[config.mk]
export PLATFORM = sky130hd
export DESIGN_NAME = updown_pulse_tx_flat
export DESIGN_NICKNAME = d
export VERILOG_FILES = /design/src/rtl/updown_pulse_tx_pkg.sv /design/src/rtl/updown_pulse_tx_if.sv /design/src/rtl/updown_pulse_tx_phase_timer.sv /design/src/rtl/updown_pulse_tx.sv /design/src/flat_wrapper.sv
export SDC_FILE = /design/constraint.sdc
export NUM_CORES = 1
export LEC_CHECK = 0
export CAP_MARGIN = 20
export CORE_ASPECT_RATIO = 0.9
export CORE_MARGIN = 10
export CORE_UTILIZATION = 49
export CTS_BUF_LIST = sky130_fd_sc_hd__clkbuf_16
export CTS_CLUSTER_SIZE = 12
export DETAILED_ROUTE_END_ITERATION = 6
export GPL_ROUTABILITY_DRIVEN = 0
export GPL_TIMING_DRIVEN = 0
export PLACE_DENSITY_LB_ADDON = 0.08
export SKIP_CTS_REPAIR_TIMING = 1
export SLEW_MARGIN = 10
export SYNTH_ARGS = -nofsm -noshare
export SYNTH_HDL_FRONTEND = slang
export SYNTH_SLANG_ARGS = --single-unit
[constraint.sdc]
create_clock -name CLK -period 3.33 [get_ports CLK]
set_clock_uncertainty 0.05 [all_clocks]
set_input_delay 0.666 -clock CLK [delete_from_list [all_inputs] [get_ports CLK]]
set_output_delay 0.666 -clock CLK [all_outputs]
set_load 0.005 [all_outputs]
[src/rtl/updown_pulse_tx_pkg.sv]
// Shared types and defaults for the up/down step-pulse transmitter.
// Holds the FSM state encoding, the pulse-select encoding and the
// default pulse timing used by the transmitter and its phase timer.
package updown_pulse_tx_pkg;

  // Transmitter FSM states.
  typedef enum logic [1:0] {
    ST_IDLE = 2'd0,
    ST_HIGH = 2'd1,
    ST_LOW  = 2'd2
  } state_e;

  // Which pulse line is active during HIGH.
  // The encoding doubles as the bit index into the one-hot pulse vector.
  typedef enum logic [1:0] {
    SEL_UP  = 2'd0,
    SEL_DN  = 2'd1,
    SEL_CLR = 2'd2
  } sel_e;

  // Number of distinct pulse lines (UP, DN, CLR).
  localparam int NUM_PULSE = 3;

  // Default pulse timing. The receiver uses a 2-FF edge detector, so
  // neither phase may be shorter than 2 cycles.
  localparam int DEF_HIGH_CYC = 2;
  localparam int DEF_LOW_CYC  = 2;

  // Larger of two integers; sizes the shared phase counter.
  function automatic int max_int(input int a, input int b);
    return (a > b) ? a : b;
  endfunction

endpackage

[src/rtl/updown_pulse_tx_if.sv]
// Host-side bundle of the up/down step-pulse transmitter.
// The master side (host) drives the target/strobes and observes the
// pulse lines and status; the slave side is the transmitter itself.
interface updown_pulse_tx_if #(
  parameter int WIDTH = 8
);

  logic [WIDTH-1:0] TARGET;
  logic             LOAD;
  logic             CLR_REQ;
  logic             UP_OUT;
  logic             DN_OUT;
  logic             CLR_OUT;
  logic [WIDTH-1:0] POS;
  logic             BUSY;
  logic             DONE;

  modport master (
    output TARGET, LOAD, CLR_REQ,
    input  UP_OUT, DN_OUT, CLR_OUT, POS, BUSY, DONE
  );

  modport slave (
    input  TARGET, LOAD, CLR_REQ,
    output UP_OUT, DN_OUT, CLR_OUT, POS, BUSY, DONE
  );

endinterface

[src/rtl/updown_pulse_tx_phase_timer.sv]
// Loadable down-counter that times one pulse phase (HIGH or LOW).
// A start strobe loads the phase length; expire is high during the
// last cycle of the phase so the owner can switch phase on that edge.
// A start arriving in the expiry cycle re-arms it back-to-back.
module updown_pulse_tx_phase_timer #(
  parameter int CNT_W = 2
) (
  input  logic             CLK,
  input  logic             RST,
  input  logic             start,
  input  logic [CNT_W-1:0] load_val,
  output logic             expire
);

  logic [CNT_W-1:0] cnt_reg;
  logic             active_reg;

  // Count the phase down; start always wins so phases can chain.
  always_ff @(posedge CLK) begin
    if (RST) begin
      cnt_reg    <= '0;
      active_reg <= 1'b0;
    end else if (start) begin
      cnt_reg    <= load_val - CNT_W'(1);
      active_reg <= 1'b1;
    end else if (active_reg) begin
      if (cnt_reg == '0) begin
        active_reg <= 1'b0;
      end else begin
        cnt_reg <= cnt_reg - CNT_W'(1);
      end
    end
  end

  assign expire = active_reg && (cnt_reg == '0);

endmodule

[src/rtl/updown_pulse_tx.sv]
// Up/down step-pulse transmitter.
// Drives UP/DN/CLR pulses to a remote edge-counting counter until the
// locally mirrored count (POS) equals the requested target (TGT),
// always stepping the short way around the WIDTH-bit wrap. A requested
// clear is deferred until the pulse in flight has finished its HIGH and
// LOW phases, then takes priority over any stepping.
module updown_pulse_tx
  import updown_pulse_tx_pkg::*;
#(
  parameter int WIDTH    = 8,
  parameter int HIGH_CYC = DEF_HIGH_CYC,
  parameter int LOW_CYC  = DEF_LOW_CYC
) (
  input  logic              CLK,
  input  logic              RST,
  updown_pulse_tx_if.slave  bus
);

  localparam int CNT_W = $clog2(max_int(HIGH_CYC, LOW_CYC) + 1);

  state_e               state_reg, state_next;
  sel_e                 sel_reg, sel_next;
  logic [WIDTH-1:0]     tgt_reg, tgt_next;
  logic [WIDTH-1:0]     pos_reg, pos_next;
  logic                 pend_reg, pend_next;
  logic                 accept_reg, accept_next;
  logic                 busy_reg, busy_next;
  logic                 done_reg, done_next;
  logic [NUM_PULSE-1:0] pulse_reg, pulse_next;

  logic [WIDTH-1:0]     diff;
  logic                 decide;
  logic                 timer_start;
  logic [CNT_W-1:0]     timer_load;
  logic                 timer_expire;

  // Distance still to travel; its MSB picks the shorter direction.
  assign diff = tgt_reg - pos_reg;

  updown_pulse_tx_phase_timer #(
    .CNT_W (CNT_W)
  ) u_phase_timer (
    .CLK      (CLK),
    .RST      (RST),
    .start    (timer_start),
    .load_val (timer_load),
    .expire   (timer_expire)
  );

  // Next-state, step decision and host-strobe handling.
  always_comb begin
    state_next  = state_reg;
    sel_next    = sel_reg;
    tgt_next    = tgt_reg;
    pos_next    = pos_reg;
    pend_next   = pend_reg;
    done_next   = 1'b0;
    decide      = 1'b0;
    timer_start = 1'b0;
    timer_load  = CNT_W'(HIGH_CYC);

    case (state_reg)
      ST_IDLE: begin
        decide = 1'b1;
      end
      ST_HIGH: begin
        if (timer_expire) begin
          state_next  = ST_LOW;
          timer_start = 1'b1;
          timer_load  = CNT_W'(LOW_CYC);
        end
      end
      ST_LOW: begin
        decide = timer_expire;
      end
      default: begin
        state_next = ST_IDLE;
      end
    endcase

    if (decide) begin
      if (pend_reg) begin
        // Clear pre-empts stepping; the mirror and target restart at 0.
        state_next  = ST_HIGH;
        sel_next    = SEL_CLR;
        pos_next    = '0;
        tgt_next    = '0;
        pend_next   = 1'b0;
        timer_start = 1'b1;
      end else if (diff == '0) begin
        // Report arrival only after real work or a fresh request, so an
        // idle block does not pulse DONE every cycle.
        state_next = ST_IDLE;
        done_next  = (state_reg == ST_LOW) || accept_reg;
      end else if (!diff[WIDTH-1]) begin
        state_next  = ST_HIGH;
        sel_next    = SEL_UP;
        pos_next    = pos_reg + WIDTH'(1);
        timer_start = 1'b1;
      end else begin
        // Half-way distance (MSB only) also steps down.
        state_next  = ST_HIGH;
        sel_next    = SEL_DN;
        pos_next    = pos_reg - WIDTH'(1);
        timer_start = 1'b1;
      end
    end

    // Host strobes are applied after the decision so a LOAD landing on
    // the same edge as a clear decision still keeps the new target, and
    // a CLR_REQ landing on that edge is kept pending for the next one.
    if (bus.CLR_REQ) begin
      pend_next = 1'b1;
    end else if (bus.LOAD) begin
      tgt_next = bus.TARGET;
    end
  end

  assign accept_next = bus.CLR_REQ || bus.LOAD;
  assign busy_next   = (state_next != ST_IDLE);

  // One-hot pulse lines derived from the upcoming state and select.
  for (genvar gi = 0; gi < NUM_PULSE; gi++) begin : g_pulse
    assign pulse_next[gi] = (state_next == ST_HIGH) && (2'(sel_next) == 2'(gi));
  end

  // State and registered outputs.
  always_ff @(posedge CLK) begin
    if (RST) begin
      state_reg  <= ST_IDLE;
      sel_reg    <= SEL_UP;
      tgt_reg    <= '0;
      pos_reg    <= '0;
      pend_reg   <= 1'b0;
      accept_reg <= 1'b0;
      busy_reg   <= 1'b0;
      done_reg   <= 1'b0;
      pulse_reg  <= '0;
    end else begin
      state_reg  <= state_next;
      sel_reg    <= sel_next;
      tgt_reg    <= tgt_next;
      pos_reg    <= pos_next;
      pend_reg   <= pend_next;
      accept_reg <= accept_next;
      busy_reg   <= busy_next;
      done_reg   <= done_next;
      pulse_reg  <= pulse_next;
    end
  end

  assign bus.UP_OUT  = pulse_reg[SEL_UP];
  assign bus.DN_OUT  = pulse_reg[SEL_DN];
  assign bus.CLR_OUT = pulse_reg[SEL_CLR];
  assign bus.POS     = pos_reg;
  assign bus.BUSY    = busy_reg;
  assign bus.DONE    = done_reg;

endmodule

[src/flat_wrapper.sv]
// flat-port wrapper written by rule: the top's interface ports become plain ports
module updown_pulse_tx_flat import updown_pulse_tx_pkg::*;
#(
  parameter int WIDTH    = 8,
  parameter int HIGH_CYC = DEF_HIGH_CYC,
  parameter int LOW_CYC  = DEF_LOW_CYC
)
  (CLK, RST, bus_TARGET, bus_LOAD, bus_CLR_REQ, bus_UP_OUT, bus_DN_OUT, bus_CLR_OUT, bus_POS, bus_BUSY, bus_DONE);
  updown_pulse_tx_if #(.WIDTH(WIDTH)) bus_i ();
  input  logic CLK;
  input  logic RST;
  input wire logic [$bits(bus_i.TARGET)-1:0] bus_TARGET;
  input wire logic [$bits(bus_i.LOAD)-1:0] bus_LOAD;
  input wire logic [$bits(bus_i.CLR_REQ)-1:0] bus_CLR_REQ;
  output wire logic [$bits(bus_i.UP_OUT)-1:0] bus_UP_OUT;
  output wire logic [$bits(bus_i.DN_OUT)-1:0] bus_DN_OUT;
  output wire logic [$bits(bus_i.CLR_OUT)-1:0] bus_CLR_OUT;
  output wire logic [$bits(bus_i.POS)-1:0] bus_POS;
  output wire logic [$bits(bus_i.BUSY)-1:0] bus_BUSY;
  output wire logic [$bits(bus_i.DONE)-1:0] bus_DONE;
  assign bus_i.TARGET = bus_TARGET;
  assign bus_i.LOAD = bus_LOAD;
  assign bus_i.CLR_REQ = bus_CLR_REQ;
  assign bus_UP_OUT = bus_i.UP_OUT;
  assign bus_DN_OUT = bus_i.DN_OUT;
  assign bus_CLR_OUT = bus_i.CLR_OUT;
  assign bus_POS = bus_i.POS;
  assign bus_BUSY = bus_i.BUSY;
  assign bus_DONE = bus_i.DONE;
  updown_pulse_tx #(.WIDTH(WIDTH), .HIGH_CYC(HIGH_CYC), .LOW_CYC(LOW_CYC)) u_core (.CLK(CLK), .RST(RST), .bus(bus_i));
endmodule
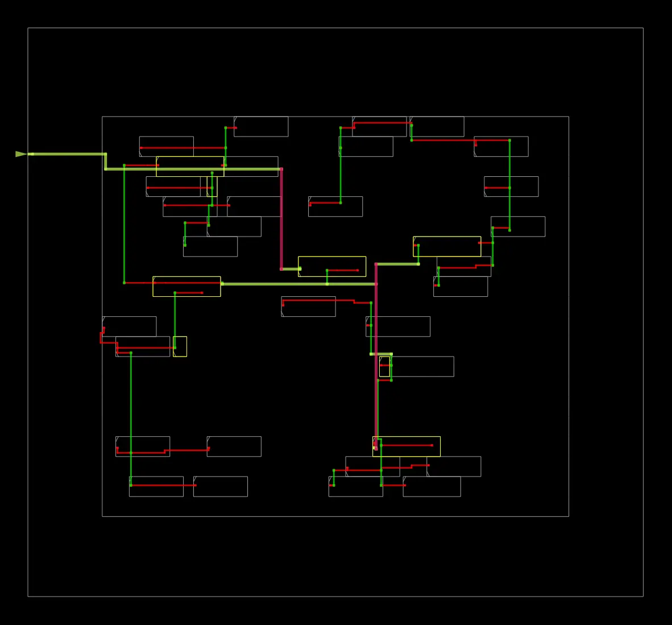
**Above:** clock routing.
clock network power: 417 uW
clkbuf count: 5
Clock Sink Count: 30
clock buffers created by TritonCTS: 5

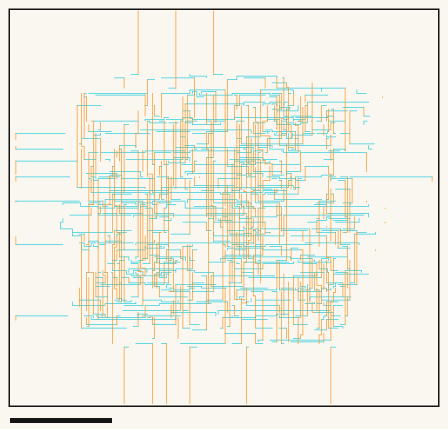
**Above:** wiring by layer.
The bar under the picture is 20 um long. Two of the layers only.
legend:
  orange:
    layer: met2
    wire_length: 2180 um
  cyan:
    layer: met1
    wire_length: 2160 um
average routed wire per standard cell: 16.1 um
wire length reported by the detailed router: 4700 um
GR Util All Layers: 0.133
Via Count: 1680

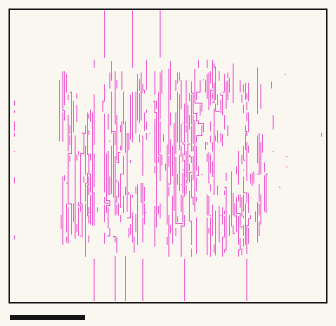
**Above:** M2 wires.
The bar under the picture is 20 um long.
nets with wire on the layer: 238
wire length on this layer: 2180 um
longest straight run: 30.3 um
main direction: vertical
met2 global-route usage: 0.211

==> datasheet_impl.txt <==
Physical design parameters

Parameter                              Value

Setup path
  Critical path arrival    3.35 ns
  Path depth of the worst reg2reg path    14
  Delay of the slowest cell on the worst path    0.36 ns
  R2R Path End    u_core.bus.POS[7]
  Buffer and inverter count on the worst path    3
  Critical-path cell list    inv_2 -> ha_4 -> and3_4 -> o21ai_0 -> a31oi_2 -> and2_4 -> buf_6 -> ha_1 -> o21ai_2 -> inv_2 -> a2111oi_4 -> nor3_2 -> xor2_1 -> o32ai_1
  Capturing element type of the critical path    flip-flop
  Crit path kind    flip-flop to flip-flop
  Peak fanout along the critical path    5
  Worst setup path endpoint    u_core.bus.POS[7]
  CP Launch Type    flip-flop
  Cell at the slowest stage of the critical path    dfxtp_4

Floorplanning
  Floorplan-stage core utilization    0.518
  Core Area    3450 um2
  Area of the die    6480 um2
  Die Width    83.7 um
  Die Ht    77.3 um
  Number of ports placed on the die boundary    25

Power
  Reported net switching power    1.09 mW
  Pwr/cell area    1080 nW/um2
  Heaviest power group    combinational logic
  Cell-internal power    1.49 mW
  Clock Power Share    0.162

Global routing
  Overflow left after global routing    0
  Number of global-route vias before repair    1561
  Most utilized layer in the global route result    met2
  GR Layer Usage met3    0.0397
  Pin count of the biggest net entering global routing    16
  Wire length of the first global-routing pass    7320 um

Timing
  Min cycle time layout    3.22 ns
  Setup violators final    0
  Final hold viol count    0
  Worst Max-Slew Pin Slew    0.676 ns
  Crit share post-route    0.966
  Max Clock Freq    311 MHz

Place
  Number of buffer cells added on primary ports    24
  Setup WS pre-CTS    -0.348 ns
  Area after DPL    2090 um2
  Placed wire-length estimate after detailed placement    3410 um

Logic synthesis
  Count of instantiated cells in the yosys netlist    210
  Gate count after technology mapping    210
  Mux frac, synth    0.00559
  Flops out of synthesis    30
  Number of warning messages in the yosys log    0
  Complex Gates by Area    0.273
  Sequential share of the synthesized area    0.335
  Adder Area Share    0.109
  Yosys top cell by instances    dfxtp_1
  Synthesized area divided by synthesized cell count    8.53 um2
  Share of Yosys cell area claimed by the top area cell type    0.335
  Netlist cell types    55
  Area figure in the yosys stat output    1790 um2
  Ys async rst share    0
  Leading register cell type out of synthesis    dfxtp_1
  Biggest combinational cell group after synthesis    AND-OR/OR-AND gates
  Synth top cells by count    dfxtp_1, nor2_1, a21oi_1, inv_1, ha_1

Flow run
  Total tool warning count    26
  Number of violations of the max-capacitance limit    0

Detailed routing
  Uppermost metal layer occupied by signal nets    met4
  Via-to-Cell Ratio    5.75
  DRT iter0 DRCs    164

Clocking
  Clock transition at the registers of the reported paths    0.05 ns
  H-tree lvl count    2
  Clock Latency Late Sink    0.27 ns
  TritonCTS clock tree    built
  Clock root buffer    clkbuf_16

Worst hold path
  Hold depth    2
  Worst min-delay path class    flip-flop to flip-flop
  Startpoint of the worst hold path    u_core.accept_reg

Layout
  Finished Cell Area    2400 um2
  Antenna diode count    0
  Fillers    275
  Final instance count without filler cells    292

Run status
  Status    completed
[logic make-up (layout without fill, tap and decap cells)]
family / count (synthesis) / after routing
fa+ha+maj: 15 / 15
mux: 1 / 1
flops: 30 / 30
buf+inv: 24 / 62
xor+xnor: 8 / 8
simple gates: 68 / 68
compound gates: 64 / 64
[final cells by class]
class | count | area (um2) | area share
buffer | 7 | 41.3 | 0.0172
sequential | 30 | 609 | 0.254
multi-input combinational | 156 | 1210 | 0.504
clock inverter | 3 | 12.5 | 0.00522
clock buffer | 5 | 125 | 0.0522
inverter | 17 | 63.8 | 0.0266
timing repair buffer | 30 | 283 | 0.118
tap | 44 | 55.1 | 0.0230
Power figures rest on the tool's default switching activity, not on a simulated workload.
